## config.mk

```make
export PLATFORM = sky130hd
export DESIGN_NAME = brush_stamper
export DESIGN_NICKNAME = d
export VERILOG_FILES = /design/src/rtl/brush_stamper.sv
export SDC_FILE = /design/constraint.sdc
export NUM_CORES = 1
export LEC_CHECK = 0
export CAP_MARGIN = 20
export CORE_MARGIN = 4
export CORE_UTILIZATION = 40
export DETAILED_ROUTE_END_ITERATION = 10
export PLACE_DENSITY = 0.67
export RECOVER_POWER = 25
export SYNTH_ARGS = -nofsm -noshare
export SYNTH_HDL_FRONTEND = slang
export SYNTH_SLANG_ARGS = --single-unit
export TNS_END_PERCENT = 100
```

## constraint.sdc

```tcl
create_clock -name clk -period 11.9 [get_ports clk]
set_clock_uncertainty 0.15 [all_clocks]
set_input_delay 1.19 -clock clk [delete_from_list [all_inputs] [get_ports clk]]
set_output_delay 1.19 -clock clk [all_outputs]
set_load 0.01 [all_outputs]
```

## src/rtl/brush_stamper.sv

```systemverilog
// -----------------------------------------------------------------------------
// brush_stamper
//
// Stamps a square (or optionally rounded) brush of radius r centred on
// (req_x, req_y) into a 2^COORD_W x 2^COORD_W pixel store. One candidate
// pixel is visited per cycle in row-major order (dx inner, dy outer, both
// running -r..r). Candidates that fall off the canvas are clipped: they still
// take their cycle but produce no write strobe.
//
// Optional feature macro: BRUSH_ROUND_EN
//   defined   -> candidates with dx^2+dy^2 > r^2+r are suppressed (round brush)
//   undefined -> every on-canvas candidate of the square is written
//   The cycle count per stamp is the same in both builds.
//
// Ports
//   clk         sole clock, rising edge
//   reset       synchronous, active-low reset
//   req_valid   stamp request present
//   req_ready   high while idle; a request is taken when valid & ready
//   req_x/y     brush centre, unsigned 8 bit
//   req_color   3-bit colour code (opaque to this block)
//   req_radius  brush radius r
//   brush       registered pixel-store write strobe
//   wx/wy       write coordinate, held while brush is low
//   newColor    write colour, held while brush is low
//   busy        high for every cycle of a stamp
// -----------------------------------------------------------------------------
module brush_stamper #(
    parameter int COORD_W  = 7,
    parameter int RADIUS_W = 2
) (
    input  logic                clk,
    input  logic                reset,
    input  logic                req_valid,
    output logic                req_ready,
    input  logic [7:0]          req_x,
    input  logic [7:0]          req_y,
    input  logic [2:0]          req_color,
    input  logic [RADIUS_W-1:0] req_radius,
    output logic                brush,
    output logic [7:0]          wx,
    output logic [7:0]          wy,
    output logic [2:0]          newColor,
    output logic                busy
);

    // Signed working width: wide enough for an 8-bit centre plus/minus the
    // largest radius with headroom, so candidates never wrap.
    localparam int BASE_W = (COORD_W > 8) ? COORD_W : 8;
    localparam int SW     = ((BASE_W > RADIUS_W) ? BASE_W : RADIUS_W) + 3;

    localparam logic signed [SW-1:0] ZERO_C      = {SW{1'b0}};
    localparam logic signed [SW-1:0] ONE_C       = {{(SW-1){1'b0}}, 1'b1};
    localparam logic signed [SW-1:0] MAX_COORD_C = SW'((64'd1 << COORD_W) - 64'd1);

    typedef enum logic [0:0] {
        IDLE  = 1'b0,
        STAMP = 1'b1
    } state_t;

    function automatic logic signed [SW-1:0] ext_coord(input logic [7:0] v);
        ext_coord = $signed({{(SW-8){1'b0}}, v});
    endfunction

    function automatic logic signed [SW-1:0] ext_rad(input logic [RADIUS_W-1:0] v);
        ext_rad = $signed({{(SW-RADIUS_W){1'b0}}, v});
    endfunction

    state_t                 state_r, state_nx_s;
    logic [7:0]             x_r, y_r;
    logic [2:0]             color_r;
    logic [RADIUS_W-1:0]    rad_r;
    logic signed [SW-1:0]   dx_r, dy_r, dx_nx_s, dy_nx_s;
    logic signed [SW-1:0]   base_x_s, base_y_s, rad_s;
    logic signed [SW-1:0]   cand_x_s, cand_y_s;
    logic [2:0]             color_s;
    logic                   load_s, emit_s, in_range_s, shape_ok_s;
    logic                   brush_r;
    logic [7:0]             wx_r, wy_r;
    logic [2:0]             color_out_r;

    // Next state and next candidate offsets. The brush output is registered
    // together with the offsets, so the candidate written in a cycle is the
    // one whose offsets are held in dx_r/dy_r during that cycle.
    always_comb begin
        state_nx_s = state_r;
        dx_nx_s    = dx_r;
        dy_nx_s    = dy_r;
        base_x_s   = ext_coord(x_r);
        base_y_s   = ext_coord(y_r);
        rad_s      = ext_rad(rad_r);
        color_s    = color_r;
        load_s     = 1'b0;
        emit_s     = 1'b0;
        case (state_r)
            IDLE: begin
                if (req_valid) begin
                    state_nx_s = STAMP;
                    load_s     = 1'b1;
                    emit_s     = 1'b1;
                    base_x_s   = ext_coord(req_x);
                    base_y_s   = ext_coord(req_y);
                    rad_s      = ext_rad(req_radius);
                    color_s    = req_color;
                    dx_nx_s    = -ext_rad(req_radius);
                    dy_nx_s    = -ext_rad(req_radius);
                end else begin
                    state_nx_s = IDLE;
                end
            end
            STAMP: begin
                if ((dx_r == rad_s) && (dy_r == rad_s)) begin
                    state_nx_s = IDLE;
                end else if (dx_r == rad_s) begin
                    dx_nx_s = -rad_s;
                    dy_nx_s = dy_r + ONE_C;
                    emit_s  = 1'b1;
                end else begin
                    dx_nx_s = dx_r + ONE_C;
                    emit_s  = 1'b1;
                end
            end
            default: begin
                state_nx_s = IDLE;
            end
        endcase
    end

    // Candidate coordinate, canvas clipping and optional round-brush mask.
`ifdef BRUSH_ROUND_EN
    logic signed [2*SW-1:0] dxw_s, dyw_s, radw_s, dist_s, lim_s;
`endif
    always_comb begin
        cand_x_s   = base_x_s + dx_nx_s;
        cand_y_s   = base_y_s + dy_nx_s;
        in_range_s = (cand_x_s >= ZERO_C) && (cand_x_s <= MAX_COORD_C) &&
                     (cand_y_s >= ZERO_C) && (cand_y_s <= MAX_COORD_C);
`ifdef BRUSH_ROUND_EN
        dxw_s      = {{SW{dx_nx_s[SW-1]}}, dx_nx_s};
        dyw_s      = {{SW{dy_nx_s[SW-1]}}, dy_nx_s};
        radw_s     = {{SW{rad_s[SW-1]}}, rad_s};
        dist_s     = dxw_s * dxw_s + dyw_s * dyw_s;
        lim_s      = radw_s * radw_s + radw_s;
        shape_ok_s = (dist_s <= lim_s);
`else
        shape_ok_s = 1'b1;
`endif
    end

    // State, latched request and registered write outputs.
    always_ff @(posedge clk) begin
        if (!reset) begin
            state_r     <= IDLE;
            x_r         <= 8'd0;
            y_r         <= 8'd0;
            color_r     <= 3'd0;
            rad_r       <= {RADIUS_W{1'b0}};
            dx_r        <= ZERO_C;
            dy_r        <= ZERO_C;
            brush_r     <= 1'b0;
            wx_r        <= 8'd0;
            wy_r        <= 8'd0;
            color_out_r <= 3'd0;
        end else begin
            state_r <= state_nx_s;
            dx_r    <= dx_nx_s;
            dy_r    <= dy_nx_s;
            if (load_s) begin
                x_r     <= req_x;
                y_r     <= req_y;
                color_r <= req_color;
                rad_r   <= req_radius;
            end
            if (emit_s && in_range_s && shape_ok_s) begin
                brush_r     <= 1'b1;
                wx_r        <= cand_x_s[7:0];
                wy_r        <= cand_y_s[7:0];
                color_out_r <= color_s;
            end else begin
                brush_r <= 1'b0;
            end
        end
    end

    assign req_ready = (state_r == IDLE);
    assign busy      = (state_r == STAMP);
    assign brush     = brush_r;
    assign wx        = wx_r;
    assign wy        = wy_r;
    assign newColor  = color_out_r;

endmodule

```

==> run_1/drive_strength.png <==
Drawn at 4 px/µm.
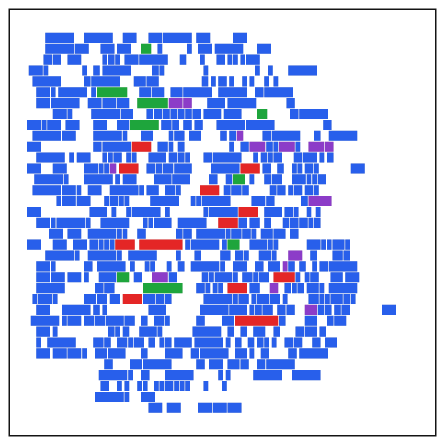
green -> drive 3 to 4  # cells 9, share 1.7%
purple -> drive 2  # cells 14, share 2.7%
blue -> drive 1 or less  # cells 490, share 93%
red -> drive 6 and up  # cells 12, share 2.3%
synth-to-layout area growth: 19.86%
Setup WS post-layout: 6.528 ns

==> run_1/final_placement.png <==
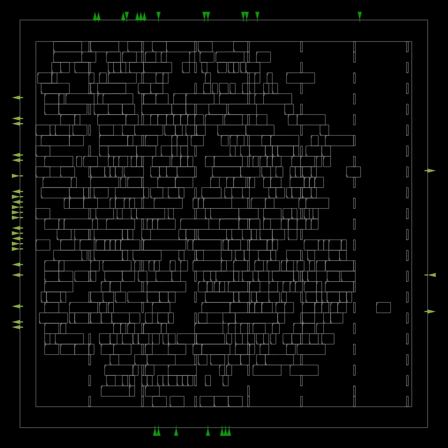
final std cells w/o fill: 654
row count: 35

==> run_1/metal_stack.png <==
Drawn at 4 px/µm. Two of the layers only.
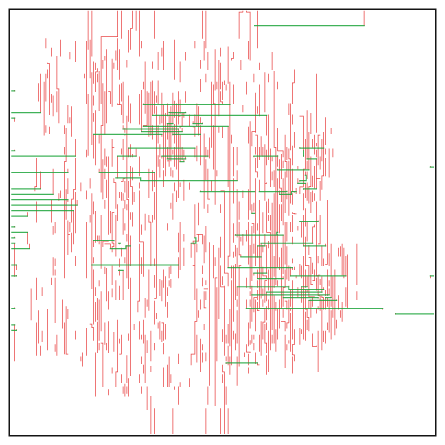
green -> met3  # wire length 662 µm
red -> met2  # wire length 4,360 µm
via count: 3,562
post-DR wirelength/cell: 15.07 µm
WL final: 9.854 mm
GRT Util Overall: 0.1823

==> out/qor.yml, run 1 <==
timing.rr.start: "dx_r[5]"
ys_seq_share: 0.3318
ys_chip_area_um2: 3861
min_path_cells: 2
dp_worst_setup_slack_ns: 5.809
fp_util: 0.4140
fin_setup_tns_ns: 0
seq_cell_count: 64
xor_area_frac: 0.03856
tightestPinTransition_ns: 0.8317
fin_area_um2: 4628
finalHoldViolations: 0
io_buffers: 45
critPathArrivalTime_ns: 5.48
dieHeight_um: 106.3
grt_pass1_vias: 3457
crit_family: "simple AND/OR/NAND/NOR gates"
post-synth-top-area-fraction: 0.3318
grt_busiest_layer: "met2"
avgSynthCellArea_um2: 8.011
outcome: "complete, no violations"
seq_area_um2: 1281
startpoint: "req_valid"
edf_count: 0
worst-path-buf-inv: 4
pg_seq_mw: 0.237
==> run_1/pins.png <==
Drawn at 4 px/µm. Pins as bars across the die edge, other pins in gray.
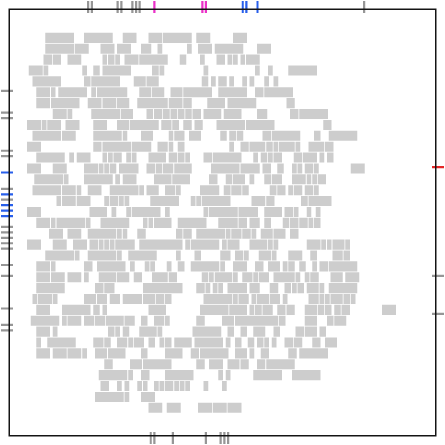

==> run 2: changes to the inputs <==
clock period = 5.1 ns   (was 11.9 ns; I/O delays follow)
==> run_2/pins.png <==
Drawn at 4 px/µm. Pins as bars across the die edge, other pins in gray.
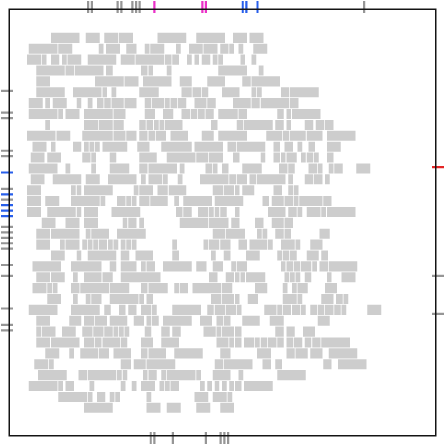
red -> `busy`  # pins 1, direction output, edge right
blue -> `req_y`  # pins 8, direction input, edge 5 left, 3 top
magenta -> `req_color`  # pins 3, direction input, edge top
all pins by edge = 22 left, 14 top, 7 bottom, 3 right

==> run_2/final_placement.png <==
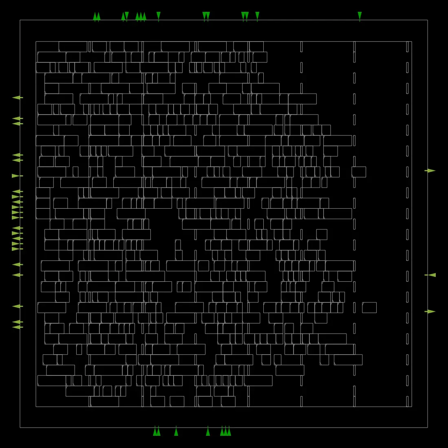
FILL cells: 899
Seq/total area: 0.2737
Layout Utilization: 0.5018

==> run 2 against run 1 <==
Compared with the run above: register-to-register slack worse by 6.5 ns; synthesized cell count stayed put; die size stayed put; total power is 120% higher; final cell count is 1.4% higher; highest routed layer unchanged; largest power group unchanged; routed wire length is 4.5% higher; non-clock buffer count is 8 higher; combinational power is 150% higher; sequential power is 130% higher; sequential share of layout area is 0.31 points lower.
==> out/qor.yml, run 2 <==
avgSynthCellArea_um2: 8.011  # unchanged
finalHoldViolations: 0  # unchanged
dp_worst_setup_slack_ns: 0.2298  # was 5.809 ns
grt_pass1_vias: 3536  # was 3,457
timing.rr.start: "dx_r[4]"  # was dx_r[5]
fin_setup_tns_ns: 0  # unchanged
seq_cell_count: 64  # unchanged
edf_count: 0  # unchanged
syn_to_final_growth_pct: 21.22  # was 19.86%
relSlewSlack: 0.4846  # was 0.4435
ys_chip_area_um2: 3861  # unchanged
finalWorstSetupSlack_ns: 0.3837  # was 6.528 ns
post-synth-top-area-fraction: 0.3318  # unchanged
synth_cell_types: 56  # unchanged
pg_seq_mw: 0.554  # was 0.237 mW
critPathArrivalTime_ns: 4.80  # was 5.48 ns
grt_overflow: 0  # unchanged
place_area_um2: 4431  # was 4393 µm²
outcome: "complete, no violations"  # unchanged
rows: 35  # unchanged
dieHeight_um: 106.3  # unchanged
seq_area_um2: 1281  # unchanged
largestRegisters: "dx_r x11, dy_r x11"  # unchanged
grt_busiest_layer: "met2"  # unchanged
crit_family: "AND-OR/OR-AND gates"  # was simple AND/OR/NAND/NOR gates
fp_util: 0.4140  # unchanged
vias: 3630  # was 3,562
pg_clk_mw: 0.394  # was 0.210 mW
grt_usage: 0.1899  # was 0.1823
fin_area_um2: 4681  # was 4628 µm²
worst-path-buf-inv: 0  # was 4
wire_per_inst_um: 15.53  # was 15.07 µm
min_path_cells: 2  # unchanged
Power figures rest on the tool's default switching activity, not on a simulated workload.
